`config.mk`:
```
export PLATFORM = sky130hd
export DESIGN_NAME = clt_randist
export DESIGN_NICKNAME = d
export VERILOG_FILES = /design/src/rtl/clt_randist.sv
export SDC_FILE = /design/constraint.sdc
export NUM_CORES = 1
export LEC_CHECK = 0
export CORE_ASPECT_RATIO = 0.8
export CORE_MARGIN = 2
export CORE_UTILIZATION = 40
export CTS_BUF_LIST = sky130_fd_sc_hd__clkbuf_2
export DETAILED_ROUTE_END_ITERATION = 7
export GPL_TIMING_DRIVEN = 0
export PLACE_DENSITY_LB_ADDON = 0.2
export SETUP_SLACK_MARGIN = 0.3
export SLEW_MARGIN = 20
export SYNTH_ARGS = -nofsm -noshare
export SYNTH_HDL_FRONTEND = slang
export SYNTH_SLANG_ARGS = --single-unit
```
`constraint.sdc`:
```
create_clock -name clk -period 5.4 [get_ports clk]
set_input_delay 0.81 -clock clk [delete_from_list [all_inputs] [get_ports clk]]
set_output_delay 0.81 -clock clk [all_outputs]
set_load 0.05 [all_outputs]
```
`src/rtl/clt_randist.sv`:
```
// Self-seeded random sample generator: uniform or centred Irwin-Hall (Gaussian)
// samples drawn from an internal 64-bit Fibonacci LFSR, requested through a mode FIFO.
module clt_randist #(
    parameter  int unsigned UW    = 16,
    parameter  int unsigned NSUM  = 12,
    parameter  int unsigned DEPTH = 8,
    localparam int unsigned ZW    = UW + $clog2(NSUM) + 1
) (
    input  logic          clk,
    input  logic          rst,
    input  logic          pushin,
    input  logic          mode_in,
    input  logic          seedload,
    input  logic [63:0]   seed,
    output logic          pushout,
    output logic [ZW-1:0] Z,
    output logic          full,
    output logic          overflow
);

    localparam logic [63:0]   DEFAULT_SEED = 64'h0123_4567_89AB_CDEF;
    localparam int unsigned   PW           = $clog2(DEPTH);
    localparam int unsigned   CW           = $clog2(NSUM + 1);
    localparam logic [PW:0]   FULL_COUNT   = DEPTH[PW:0];
    localparam logic [ZW-1:0] OFFSET       = ZW'(NSUM) << (UW - 1);

    typedef enum logic [1:0] {IDLE, ACC, EMIT} state_t;

    state_t          state_q, state_d;
    logic [63:0]     lfsr_q, lfsr_d;
    logic [DEPTH-1:0] fifo_q, fifo_d;
    logic [PW-1:0]   wr_ptr_q, wr_ptr_d;
    logic [PW-1:0]   rd_ptr_q, rd_ptr_d;
    logic [PW:0]     count_q, count_d;
    logic            overflow_q, overflow_d;
    logic            mode_q, mode_d;
    logic [CW-1:0]   cnt_q, cnt_d;
    logic [ZW-1:0]   acc_q, acc_d;
    logic [ZW-1:0]   z_q, z_d;
    logic            pushout_q, pushout_d;

    logic [UW-1:0]   u;
    logic [ZW-1:0]   acc_sum;
    logic            full_w;
    logic            push_ok;
    logic            pop;

    assign u       = lfsr_q[63 -: UW];
    assign acc_sum = acc_q + ZW'(u);
    assign full_w  = (count_q == FULL_COUNT);
    assign push_ok = pushin && !full_w;
    assign pop     = (state_q == IDLE) && (count_q != '0);

    // A push against a full queue is dropped even if a pop frees a slot on the same edge.
    always_comb begin
        fifo_d     = fifo_q;
        wr_ptr_d   = wr_ptr_q;
        rd_ptr_d   = rd_ptr_q;
        count_d    = count_q;
        overflow_d = overflow_q | (pushin & full_w);
        if (push_ok) begin
            fifo_d[wr_ptr_q] = mode_in;
            wr_ptr_d         = wr_ptr_q + 1'b1;
        end
        if (pop) begin
            rd_ptr_d = rd_ptr_q + 1'b1;
        end
        case ({push_ok, pop})
            2'b10:   count_d = count_q + 1'b1;
            2'b01:   count_d = count_q - 1'b1;
            default: count_d = count_q;
        endcase
    end

    // The final draw registers Z and pushout directly, so EMIT is the cycle pushout is high.
    always_comb begin
        state_d   = state_q;
        mode_d    = mode_q;
        cnt_d     = cnt_q;
        acc_d     = acc_q;
        z_d       = z_q;
        pushout_d = 1'b0;
        lfsr_d    = lfsr_q;
        case (state_q)
            IDLE: begin
                if (pop) begin
                    mode_d  = fifo_q[rd_ptr_q];
                    cnt_d   = fifo_q[rd_ptr_q] ? CW'(NSUM) : CW'(1);
                    acc_d   = '0;
                    state_d = ACC;
                end
            end
            ACC: begin
                acc_d  = acc_sum;
                cnt_d  = cnt_q - 1'b1;
                lfsr_d = {lfsr_q[62:0], lfsr_q[63] ^ lfsr_q[62] ^ lfsr_q[60] ^ lfsr_q[59]};
                if (cnt_q == CW'(1)) begin
                    z_d       = mode_q ? (acc_sum - OFFSET) : ZW'(u);
                    pushout_d = 1'b1;
                    state_d   = EMIT;
                end
            end
            EMIT: begin
                state_d = IDLE;
            end
            default: begin
                state_d = IDLE;
            end
        endcase
        if (seedload) begin
            lfsr_d = (seed == '0) ? DEFAULT_SEED : seed;
        end
    end

    always_ff @(posedge clk or posedge rst) begin
        if (rst) begin
            state_q    <= IDLE;
            lfsr_q     <= DEFAULT_SEED;
            fifo_q     <= '0;
            wr_ptr_q   <= '0;
            rd_ptr_q   <= '0;
            count_q    <= '0;
            overflow_q <= 1'b0;
            mode_q     <= 1'b0;
            cnt_q      <= '0;
            acc_q      <= '0;
            z_q        <= '0;
            pushout_q  <= 1'b0;
        end else begin
            state_q    <= state_d;
            lfsr_q     <= lfsr_d;
            fifo_q     <= fifo_d;
            wr_ptr_q   <= wr_ptr_d;
            rd_ptr_q   <= rd_ptr_d;
            count_q    <= count_d;
            overflow_q <= overflow_d;
            mode_q     <= mode_d;
            cnt_q      <= cnt_d;
            acc_q      <= acc_d;
            z_q        <= z_d;
            pushout_q  <= pushout_d;
        end
    end

    assign pushout  = pushout_q;
    assign Z        = z_q;
    assign full     = full_w;
    assign overflow = overflow_q;

endmodule

```
==> flow_summary.ini, run 1 <==
; generated from flow reports
[worst_setup_path]
r2r_start = lfsr_q[48]
rrSetupSlack_ns = 2.30
end_kind = output pin
crit_start = count_q[2]
timing_worst_setup_path_type = reg -> out
cp_cell_sequence = nor4b_1 > clkdlybuf4s50_1
critical_path.endpoint = full
arrival_ns = 2.75
critPathTopFamily = buffers and inverters
path_depth = 2

[routing]
top_layer = met4
vias = 5787
wl_mm = 18.70
drt_pass1_iterations = 5
vias_per_cell = 5.295
wl_per_cell_um = 17.11
drc_errors = 0
met2_length_mm = 8.161
initialDrtViolationCount = 415
wl_met3_um = 961
wirelength_met1_mm = 9.376

[clock_network]
clkTransAtPathRegs_ns = 0.21
hold_buffers = 0
cts_resized = 0
insertion_delay_ns = 0.74
clockBufferDepth = 2
clock-root-buffer = clkbuf_2

[final_timing]
finalCritPeriodShare_pct = 65.87
worstMarginPinSlew_ns = 1.023
fmax_mhz = 281.1
period_minus_slack_ns = 3.557
setup_viol = 0
fin_setup_tns_ns = 0
finalHoldViolations = 0

[cells_and_area]
drive_gt1_share_pct = 10.71
layout_top_cell = nand2_1
buf_share_pct = 12.95
regArea_um2 = 3368
clkCellAreaFrac_pct = 2.935
syn2layout_area_growth_pct = 20.95
nNetsFinal = 950
final_layout_top_logic_cells = nand2_1 (105), nor2_1 (104), dfrtp_1 (101), clkdlybuf4s50_1 (91), o21ai_0 (72)
largest_class = logic gates
layout.area.comb_um2 = 3475
clock_buffers = 18
comb_share_pct = 40.55

[logic_synthesis]
ys_cells = 744
yosys-top-cells-count = nand2_1 (105), nor2_1 (104), dfrtp_1 (101)
ys_sh_xor_pct = 3.691
aoi_share_pct = 15.26
adder_share_pct = 4.804
top_logic_kind = simple AND/OR/NAND/NOR gates
synth_area_um2 = 7084
yosysTopAreaCell = dfrtp_1
edf_count = 0
yosys_area_um2 = 7084
synthArstFlopShare_pct = 100.0

[die]
chip_area_um2 = 18800
fp_util_pct = 40.89

[placement]
port_buffers = 91
place.gp.congestion = 0.8433
place_hpwl_mm = 13.67
dp.cells = 1061

[global_route]
grt_busiest_layer = met1
use_met3_pct = 3.785
grt_usage_pct = 20.30
grt-ovfl-total = 0
grt.met1_usage_pct = 30.48

[job]
warnings = 27
cap_violations = 0

[outcome]
status = completed
-- run 1: through the flow --
step | cell area [µm²] | hold WS (ns)
finish | 8568 | 0.4362
global route | 8568 | 0.4008
CTS | 8568 | 0.3881
detailed placement | 8317 | 0.4476
global placement | 8277 | 0.4465
floorplan | 7084 | 0.4340
-- run 1: power breakdown --
group	internal (W)	switching (W)	leakage [nW]	total, W
Sequential	0.00143	0.000261	1.57	0.00169
Combinational	0.00114	0.00166	1.93	0.00280
Clock	0.000257	0.000393	0.145	0.000650
Total	0.00283	0.00231	3.65	0.00514
-- run 1: flip-flops by register name, summed over array words and instances (netlist names) --
signal	count
wr_ptr_q	3
overflow	1
fifo_q	8
acc_q	21
count_q	4
cnt_q	4
state_q	2
Z	21
rd_ptr_q	3
mode_q	1
pushout	1
lfsr_q	64
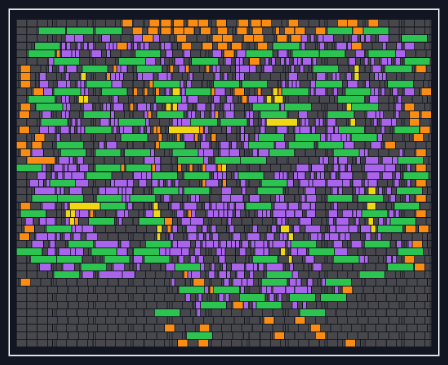
Run 1: cell classes on the final placement
Fill, decap, tap and diode cells in gray.
[orange] remaining buffers and delay cells | cells: 134 | share of their area: 13%
[yellow] clock drivers and dummy loads | cells: 32 | share of their area: 3.0%
[purple] remaining logic cells | cells: 569 | share of their area: 43%
[green] registers | cells: 133 | share of their area: 41%
Finished Cell Area: 8568 µm²
Seq area share: 39.31%
FP Rows: 43
Core ar.: 17320 µm²

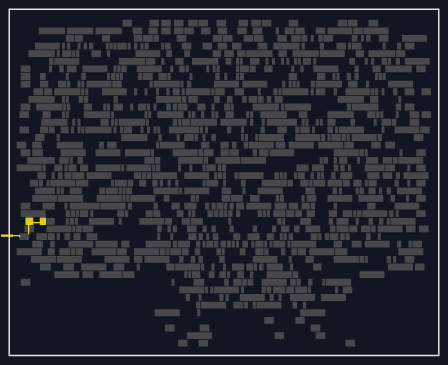
Run 1: wires at chosen ports, followed through buffers
[yellow] pushin | bits: 1 | direction: input | end cells: 2 | buffers: 1 | wire: 11.7 µm

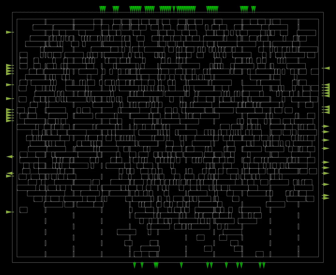
Run 1: placement view
num tapcells: 225
registers: 133
Finished Layout Cells: 1093
Core Util, Final: 49.46%

==> run 2: changes to the inputs <==
Clock period 5.4 ns to 3.3 ns, I/O delays scaled along.
==> run 2 against run 1 <==
Clock-buffer cell count fell by 1; register-to-register slack worse by 1.9 ns; worst setup slack got worse by 1.4 ns; final cell count is 1.0% higher; sequential share of layout area decreased by 0.84 points; clock power grew 75%; clock skew shrank 0.0068 ns; global-route usage hardly changed; via count increased by 0.71%; utilization grew 1.1 points; design area grew 2.2%; critical path type is now reg -> reg; largest power group unchanged.
==> flow_summary.ini, run 2 <==
; generated from flow reports
[outcome]
status = completed

[cells_and_area]
comb_share_pct = 40.30
buf_share_pct = 13.92
ff_count = 133
stdcell_area_um2 = 8756
final_layout_top_logic_cells = nand2_1 (105), nor2_1 (104), dfrtp_1 (101), clkdlybuf4s50_1 (90), o21ai_0 (72)
seq_area_share_pct = 38.47
finish.utilization_pct = 50.54
regArea_um2 = 3368
final_cells = 1104
clkCellAreaFrac_pct = 3.172
drive_gt1_share_pct = 12.41
clock_buffers = 17
layout.area.comb_um2 = 3528
nNetsFinal = 960
largest_class = logic gates
layout_top_cell = nand2_1
syn2layout_area_growth_pct = 23.60
regMostFlops = lfsr_q

[die]
chip_area_um2 = 18800
rows = 43
fp_util_pct = 40.89
core_area_um2 = 17320
tap_cells = 225

[final_timing]
hold_ws_ns = 0.08597
finalHoldViolations = 0
worstMarginPinSlew_ns = 1.040
fmax_mhz = 346.2
finalCritPeriodShare_pct = 87.53
setup_viol = 0
period_minus_slack_ns = 2.888
fin_setup_tns_ns = 0

[logic_synthesis]
ys_sh_xor_pct = 3.691
synth_area_um2 = 7084
adder_share_pct = 4.804
aoi_share_pct = 15.26
edf_count = 0
yosysTopAreaCell = dfrtp_1
ys_cells = 744

[worst_setup_path]
cp_cell_sequence = ha_1 > a21oi_2 > o2111ai_2 > a2111o_1 > a211oi_4 > o31ai_1 > o21ai_0 > inv_1 > ha_1 > xnor2_1 > o21ai_1
arrival_ns = 3.50
critPathTopFamily = AND-OR/OR-AND gates
end_kind = flip-flop
timing_worst_setup_path_type = reg -> reg

[global_route]
grt_usage_pct = 20.31
met2_usage_pct = 30.07
grt-ovfl-total = 0
use_met3_pct = 4.487
grt.met1_usage_pct = 30.80
grt_busiest_layer = met1

[pwr]
p_sw_share_pct = 44.89
pwr-share-clk_pct = 13.2
p_comb_share_pct = 54.8
power.switching_w = 0.003888
power.group.top = combinational logic
pg_comb_w = 0.00475
clk-power_w = 0.00114
p_seq_w = 0.00277

[routing]
initialDrtViolationCount = 434
wirelength_met1_mm = 9.377
wl_mm = 18.54
vias_per_cell = 5.279
top_layer = met4
drc_errors = 0
vias = 5828
wl_per_cell_um = 16.79
wl_met3_um = 877
met2_length_mm = 8.148

[clock_network]
clkTransAtPathRegs_ns = 0.24
clock-root-buffer = clkbuf_2
clockBufferDepth = 2
hold_buffers = 0

[placement]
placed_area_um2 = 8381
dp.cells = 1064
place_hpwl_mm = 13.80
place.gp.congestion = 0.8992

[job]
cap_violations = 0
## run 2: repair_timing
item / in CTS / in global routing
buffers inserted: 1 / 6
resized: 3 / 6
pin swaps: 1 / 8
hold endpoints to repair: 0 / 0
endpoints found under the setup margin: 4 / 11
## run 2: worst paths after layout
kind / start / to / slack [ns] / cells after the start
min reg2reg: cnt_q[3] / cnt_q[3] / 0.49 / 1
max in group asynchronous: rst / lfsr_q[0] / 2.44 / 4
min: rst / count_q[2] / 0.09 / 2
max reg2reg: lfsr_q[49] / Z[19] / 0.41 / 11
max: lfsr_q[49] / Z[19] / 0.41 / 11
min in group clk: seed[20] / lfsr_q[20] / 0.32 / 3
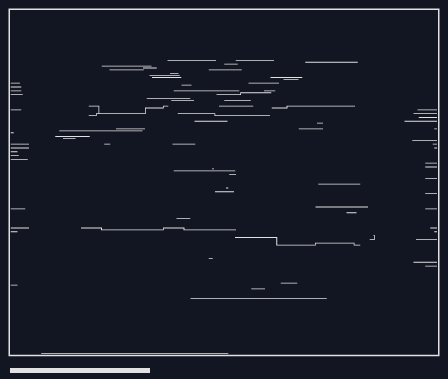
Run 2: met3 routing
The bar under the picture is 50 µm long.
main direction: horizontal
share of all routed wire: 4.7%
wire length on this layer: 878 µm
nets with wire on the layer: 72

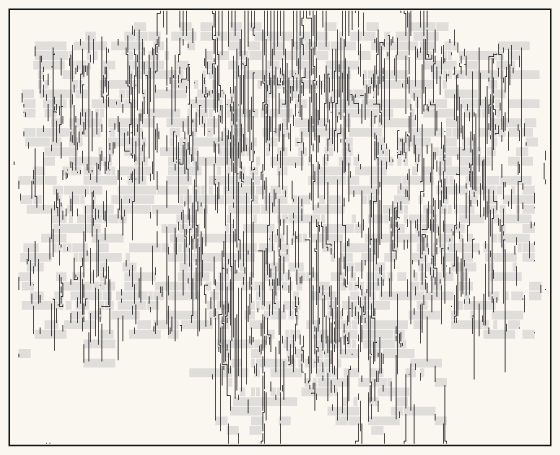
Run 2: M2 wires
share of all routed wire: 44%
longest straight run: 54.1 µm
nets with wire on the layer: 760
wire length on this layer: 8150 µm
main direction: vertical

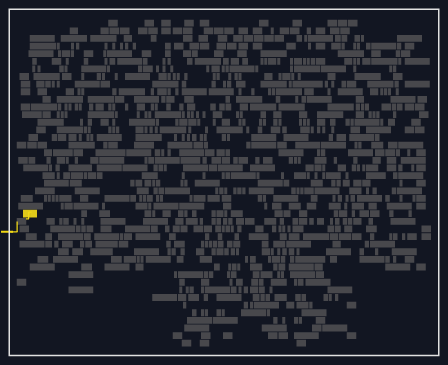
Run 2: wires at chosen ports, followed through buffers
[yellow] pushin | bits: 1 | direction: input | end cells: 2 | buffers: 1 | wire: 9.90 µm
# IOs: 93
port buffer count: 91

==> run 3: changes to the inputs <==
Settings changed: REMOVE_ABC_BUFFERS set to 1.
==> run 3 against run 2 <==
Die size unchanged; wire length is 10% lower; synthesized cell count did not move; first-iteration DRC count grew 2.8%; critical path depth is the same; worst setup slack gained 0.0096 ns; critical path type unchanged; critical endpoint unchanged.
==> flow_summary.ini, run 3 <==
; generated from flow reports
[worst_setup_path]
path_common_cell = ha_1
critPathTopFamily = AND-OR/OR-AND gates
cp_cell_sequence = ha_1 > a21oi_4 > o2111ai_4 > a2111o_1 > a211oi_4 > o31ai_1 > o21ai_0 > inv_1 > ha_1 > xnor2_1 > o21ai_1
arrival_ns = 3.49
cp-start-kind = flip-flop
r2r_start = lfsr_q[49]
crit_start = lfsr_q[49]
crit_slowest_cell = dfstp_2
timing_worst_setup_path_type = reg -> reg
r2r_end = Z[19]
end_kind = flip-flop
critical_path.endpoint = Z[19]
ff2ff_path_depth = 11
path_depth = 11
rrSetupSlack_ns = 0.42

[global_route]
grt_busiest_layer = met2
grt_usage_pct = 18.61
grt-ovfl-total = 0
use_met3_pct = 3.891
grt_pass1_wl_mm = 27.96
grt.met1_usage_pct = 26.76

[die]
fp.dieW_um = 152.8
tap_cells = 225
core_area_um2 = 17320
ios = 93
fp_util_pct = 40.89
rows = 43
chip_area_um2 = 18800

[routing]
top_layer = met4
drc_errors = 0
initialDrtViolationCount = 446
vias_per_cell = 5.229
wl_per_cell_um = 15.61
wirelength_met1_mm = 8.407
wl_met3_um = 638
drt_pass1_iterations = 5
vias = 5590
detail-route-antenna-nets = 0
met2_length_mm = 7.435

[clock_network]
cts_made_buffers = 17
clockBufferDepth = 2
insertion_delay_ns = 0.72
clock-root-buffer = clkbuf_2
postCtsSetupRepairBufs = 1
cts_tree = yes
htreeDepth = 4
clkTransAtPathRegs_ns = 0.20
cts_resized = 5
hold_buffers = 0

[final_timing]
fmax_mhz = 347.4
hold_ws_ns = 0.08769
fin_setup_tns_ns = 0
final_max_slew_viol_count = 0
worstMarginPinSlew_ns = 0.7500
relSlewSlack_pct = 49.45
period_minus_slack_ns = 2.879
finalHoldViolations = 0
finalCritPeriodShare_pct = 87.24
setup_viol = 0
rsz0062_at_grt = false

[logic_synthesis]
yosys_area_um2 = 7084
syn_area_per_cell_um2 = 9.522
ys_cells = 744
synth_area_um2 = 7084
synth_flops = 133
edf_count = 0
yosys-top-cells-count = nand2_1 (105), nor2_1 (104), dfrtp_1 (101)
synthArstFlopShare_pct = 100.0
ys_seq_share_pct = 47.55
yosysTopAreaCell = dfrtp_1

[pwr]
p_comb_share_pct = 54.9
pwr-share-clk_pct = 11.3
pg_comb_w = 0.00465
power.group.top = combinational logic
sequentialPowerShare_pct = 33.8
p_seq_w = 0.00286
clk-power_w = 0.000951
p_sw_share_pct = 44.14
internal-power_w = 0.004722
power_w = 0.008454
power.switching_w = 0.003732
leakagePower_nw = 3.711

[hold_path]
min_delay_worst_endpoint = lfsr_q[61]
holdPathStages = 2
hold_path_startpoint = seedload

[cells_and_area]
clkCellAreaFrac_pct = 2.530
buf_share_pct = 13.13
n_antenna_cell = 1
syn2layout_area_growth_pct = 22.18
regMostFlops = lfsr_q
clock_buffers = 22
regArea_um2 = 3369
nNetsFinal = 925
layout.area.comb_um2 = 3565
largest_reg_flops = 64
largest_class = logic gates
final_layout_top_logic_cells = nor2_1 (104), nand2_1 (104), dfrtp_1 (100), clkdlybuf4s50_1 (90), o21ai_0 (72)
comb_share_pct = 41.18
ff_count = 133
stdcell_area_um2 = 8656
logic_gate_count = 549
drive_gt1_share_pct = 13.76

[job]
cap_violations = 0
warnings = 26

[placement]
place_hpwl_mm = 11.63
place.gp.congestion = 0.8421
dp.cells = 1030
placed_area_um2 = 8324

[outcome]
status = completed
==> run 3: cell count changes in the layout (fill, tap and decap cells not counted), sizes merged <==
cell / previous run / this run
dlygate4sd2: 0 / 1
inv: 26 / 20
clkbuf: 52 / 22
dlymetal6s2s: 1 / 0
clkinv: 3 / 5
bufinv: 3 / 2
==> run 3: cells by family (layout without fill, tap and decap cells) <==
| kind of cell | count (synthesis) | in the layout | synth area share, % |
|---|---|---|---|
| AOI/OAI and AO/OA | 166 | 166 | 15.26 |
| buffers and inverters | 62 | 161 | 3.479 |
| and+or+nand+nor | 270 | 270 | 16.50 |
| other | 0 | 1 | 0 |
| xor gates and xnor gates | 29 | 29 | 3.691 |
| DFF | 133 | 133 | 47.55 |
| adders and majority gates | 26 | 26 | 4.804 |
| muxes | 58 | 58 | 8.725 |
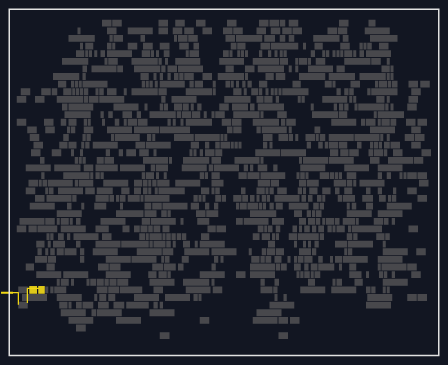
Run 3: wires at chosen ports, followed through buffers
[yellow] pushin | bits: 1 | direction: input | end cells: 2 | buffers: 1 | wire: 16.0 µm
port buffer count: 92

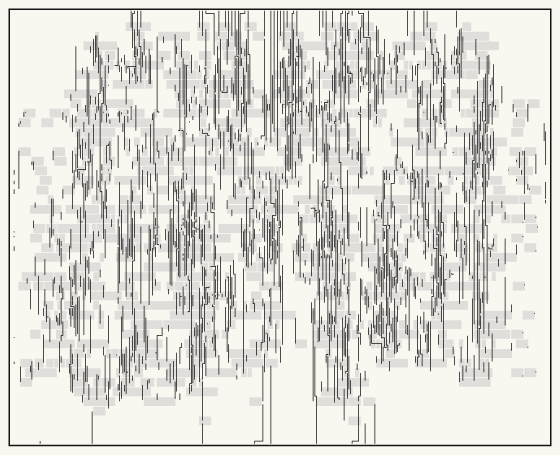
Run 3: M2 wires
share of all routed wire: 45%
main direction: vertical
Routed WL: 16.68 mm
met2 Use GR: 28.25%

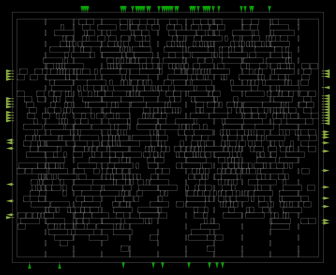
Run 3: placement view
FILL cells: 1646
Core Util, Final: 49.96%
Finished Layout Cells: 1069
Seq area share: 38.93%

Power figures rest on the tool's default switching activity, not on a simulated workload.
